==> config.mk <==
export PLATFORM = sky130hd
export DESIGN_NAME = lm_sm_seq
export DESIGN_NICKNAME = d
export VERILOG_FILES = /design/src/rtl/lm_sm_seq.sv
export SDC_FILE = /design/constraint.sdc
export NUM_CORES = 1
export LEC_CHECK = 0
export CAP_MARGIN = 40
export CORE_MARGIN = 3
export CORE_UTILIZATION = 45
export CTS_BUF_LIST = sky130_fd_sc_hd__clkbuf_8
export CTS_CLUSTER_SIZE = 14
export DETAILED_ROUTE_END_ITERATION = 10
export HOLD_SLACK_MARGIN = 0.05
export PLACE_DENSITY = 0.94
export SYNTH_ARGS = -nofsm -noshare
export SYNTH_HDL_FRONTEND = slang
export SYNTH_SLANG_ARGS = --single-unit
==> constraint.sdc <==
create_clock -name clk -period 2.65 [get_ports clk]
set_input_delay 0.53 -clock clk [delete_from_list [all_inputs] [get_ports clk]]
set_output_delay 0.53 -clock clk [all_outputs]
set_load 0.1 [all_outputs]
Figure 1. Nets reached from selected ports (run 1).
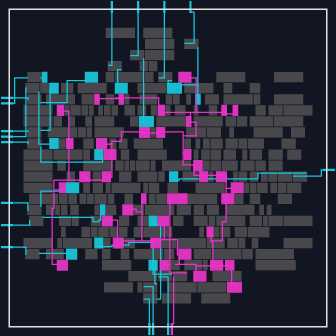
Key: base_addr = cyan [bits 16, direction input, edge 8 left, 4 top, 3 bottom, 1 right, end cells 17, buffers 16, wire 387 um]; rst = magenta [bits 1, direction input, edge bottom, end cells 37, buffers 2, wire 320 um]
IO Count: 118
count of input and output buffers: 53

Figure 2. Clock nets (run 1).
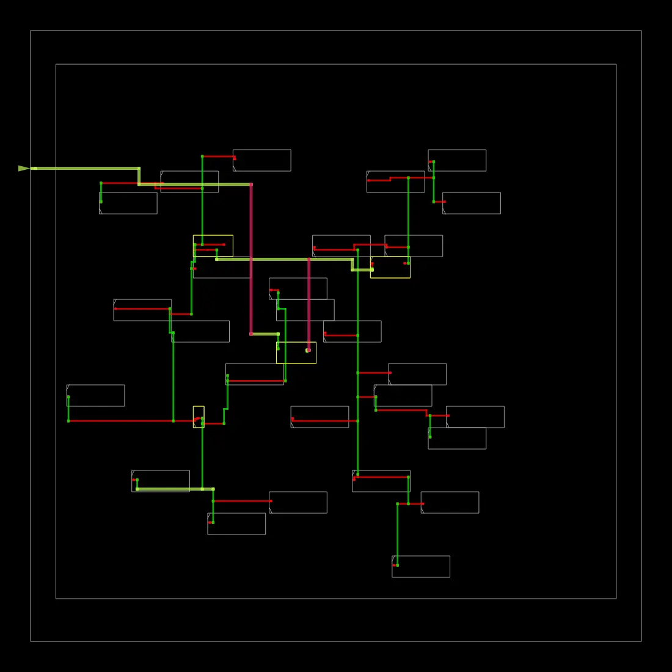
P_clk: 0.242 mW
layout sequential cell count: 27
clock buffer count in the final layout: 3
number of clock buffers inserted by TritonCTS: 3

Figure 3. Register map, names as in the netlist (run 1).
The bar under the picture is 20 um long. Other sequential cells in the stronger grey, the rest of the logic in the fainter grey.
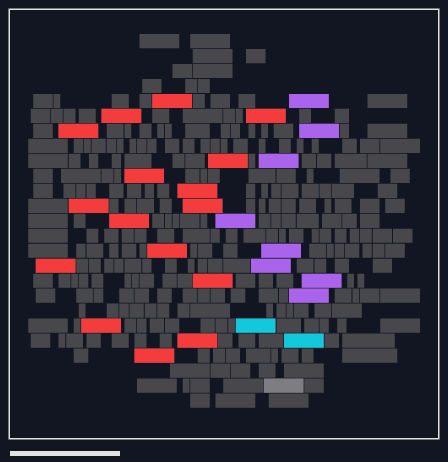
Key: r_state = cyan [sequential cells 2]; r_pending = purple [sequential cells 8]; r_addr_ptr = red [sequential cells 16]
flip-flop and latch power: 0.527 mW
Seq/total area: 18.42%
Sequential Area: 540.5 sq um
utilization after layout: 60.52%

==> reports/metrics.yaml, run 1 <==
syn_area_sq_um: 2315
status: "completed"
enable_flop_cells: 0
hold_buffers: 0
ctsResizeCount: 0
cts.path.max_buffers: 2
cts.repair_timing.setup_buffer_count: 0
dpl-instance-area_sq_um: 2889
min_period_over_period_pct: 94.93
leakagePower_nw: 1.039
finalWeightedCongestion: 0.9345
cts-htree-levels: 1
final_hpwl_from_detailed_placement_mm: 4.513
fin_setup_tns_ns: 0
total_power_mw: 1.352
synth.ff_latch_count: 27
worst-r2r-cell-count: 7
power-per-cell-area_nw_per_um2: 460.7
rrSetupSlack_ns: 0.52
drt_drc_violations_left: 0
area_leaders: "sky130_fd_sc_hd__dfxtp_1 (23%), sky130_fd_sc_hd__buf_4 (12%), sky130_fd_sc_hd__and2_1 (3.8%)"
layout_top_cells_excl_fill_tap: "sky130_fd_sc_hd__clkdlybuf4s50_1 (27), sky130_fd_sc_hd__dfxtp_1 (27), sky130_fd_sc_hd__buf_12 (26)"
-- run 1: where the power goes --
| part | internal, mW | switching, mW |
|---|---|---|
| clock network | 0.104 | 0.137 |
| registers | 0.453 | 0.0733 |
| logic | 0.247 | 0.337 |
-- run 1: area by class of cell --
class / count / share of cell area [%]
multi-input cells: 198 / 46.65
repair buffers: 61 / 29.00
flip-flops and latches: 27 / 18.42
well taps: 67 / 2.857
inverters: 12 / 1.535
clock buffers: 3 / 1.407
clock inverters: 1 / 0.1279
-- run 1: per-layer routing --
layer	share of wire, %	vias to the layer above	GRT usage, %
met3	8.5	17	4.292
met1	39	1055	25.27
met2	51	119	33.05
met4	1.7	0	6.762
met5	0	-	0
li1	-	1061	-
==> run 2, diff against run 1 <==
- ABC_AREA: not set -> 0
Figure 4. Clock nets (run 2).
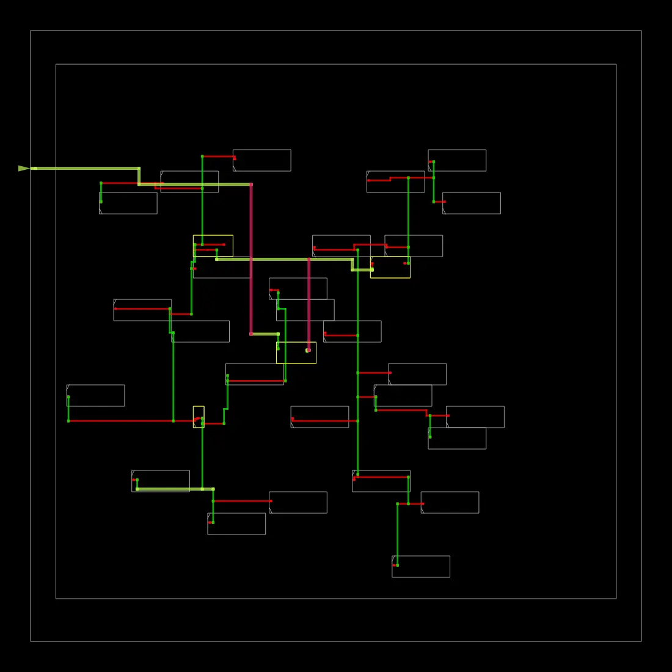
Worst-Skew Late Latency: 0.28 ns
clock sink total: 27

Figure 5. Cells by drive strength (run 2).
The bar under the picture is 20 um long.
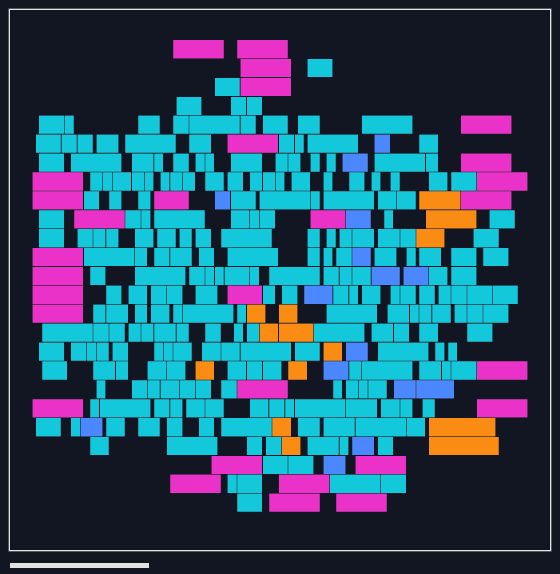
Key: _3 and _4 cells = orange [cells 14, share 4.6%]; _6 and larger = magenta [cells 29, share 9.6%]; _2 cells = blue [cells 15, share 5.0%]; _0 and _1 cells = cyan [cells 244, share 81%]
final design instance area without fill: 2934 sq um
signed area change from the synthesized netlist to the final layout: 26.76%
number of ordinary and repair buffers in the finished layout: 61
worst setup slack after layout: 0.1343 ns

==> run 2 against run 1 <==
  * Area after synthesis did not move
  * First-iteration DRC count is the same
  * Die size unchanged
  * Setup slack stayed put
  * Clock power about the same
  * Critical path type unchanged
  * Largest power group unchanged
  * Highest routed layer unchanged
==> reports/metrics.yaml, run 2 <==
status: "completed"
area_leaders: "sky130_fd_sc_hd__dfxtp_1 (23%), sky130_fd_sc_hd__buf_4 (12%), sky130_fd_sc_hd__and2_1 (3.8%)"
cts_made_buffers: 3  # unchanged
grt-busiest-layer: "met2"
finalWeightedCongestion: 0.9345  # unchanged
synth.ff_latch_count: 27  # unchanged
highest-signal-layer: "met4"
drt_drc_violations_left: 0  # unchanged
globalRouteMet1Util_pct: 25.27  # unchanged
total_power_mw: 1.352  # unchanged
cts.repair_timing.setup_buffer_count: 0  # unchanged
min_period_over_period_pct: 94.93  # unchanged
routed-wl-met3_um: 515  # unchanged
cts-htree-levels: 1  # unchanged
leakagePower_nw: 1.039  # unchanged
met1_length_mm: 2.375  # unchanged
hold_buffers: 0  # unchanged
count_of_input_and_output_buffers: 53  # unchanged
utilization_after_layout_pct: 60.52  # unchanged
layout_top_cells_excl_fill_tap: "sky130_fd_sc_hd__clkdlybuf4s50_1 (27), sky130_fd_sc_hd__dfxtp_1 (27), sky130_fd_sc_hd__buf_12 (26)"
met2_wirelength_mm: 3.067  # unchanged
final_hpwl_from_detailed_placement_mm: 4.513  # unchanged
Figure 6. Register map, names as in the netlist (run 2).
The bar under the picture is 20 um long. Other sequential cells in the stronger grey, the rest of the logic in the fainter grey.
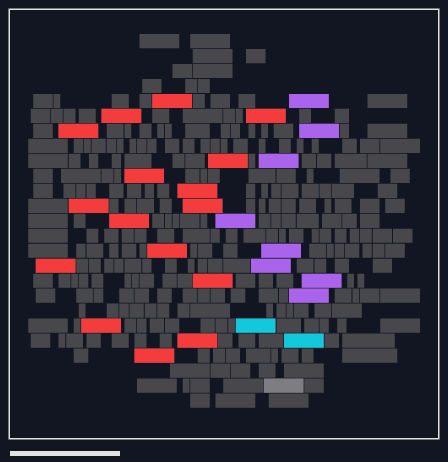
Key: r_state = cyan [sequential cells 2]; r_pending = purple [sequential cells 8]; r_addr_ptr = red [sequential cells 16]
Another 1 sequential cells are not coloured.

[run 2: logic make-up (layout without fill, tap and decap cells)]
| kind of cell | Yosys count | after routing | share of synthesized area (%) |
|---|---|---|---|
| mux | 5 | 5 | 2.270 |
| compound gates | 78 | 78 | 25.19 |
| simple gates | 111 | 111 | 27.08 |
| flops | 27 | 27 | 23.35 |
| buf+inv | 71 | 77 | 19.95 |
| fa+ha+maj | 4 | 4 | 2.162 |
[run 2: cell type report]
type	instances	area, sq um
multi-input cells	198	1369
repair buffers	61	850.8
flip-flops and latches	27	540.5
clock buffers	3	41.29
inverters	12	45.04
fillers	426	1914
well taps	67	83.83
clock inverters	1	3.754
[run 2: power by group]
part,switching (mW),internal (mW)
sequential,0.0733,0.453
combinational,0.337,0.247
clock,0.137,0.104
Power and IR drop assume default switching activity.
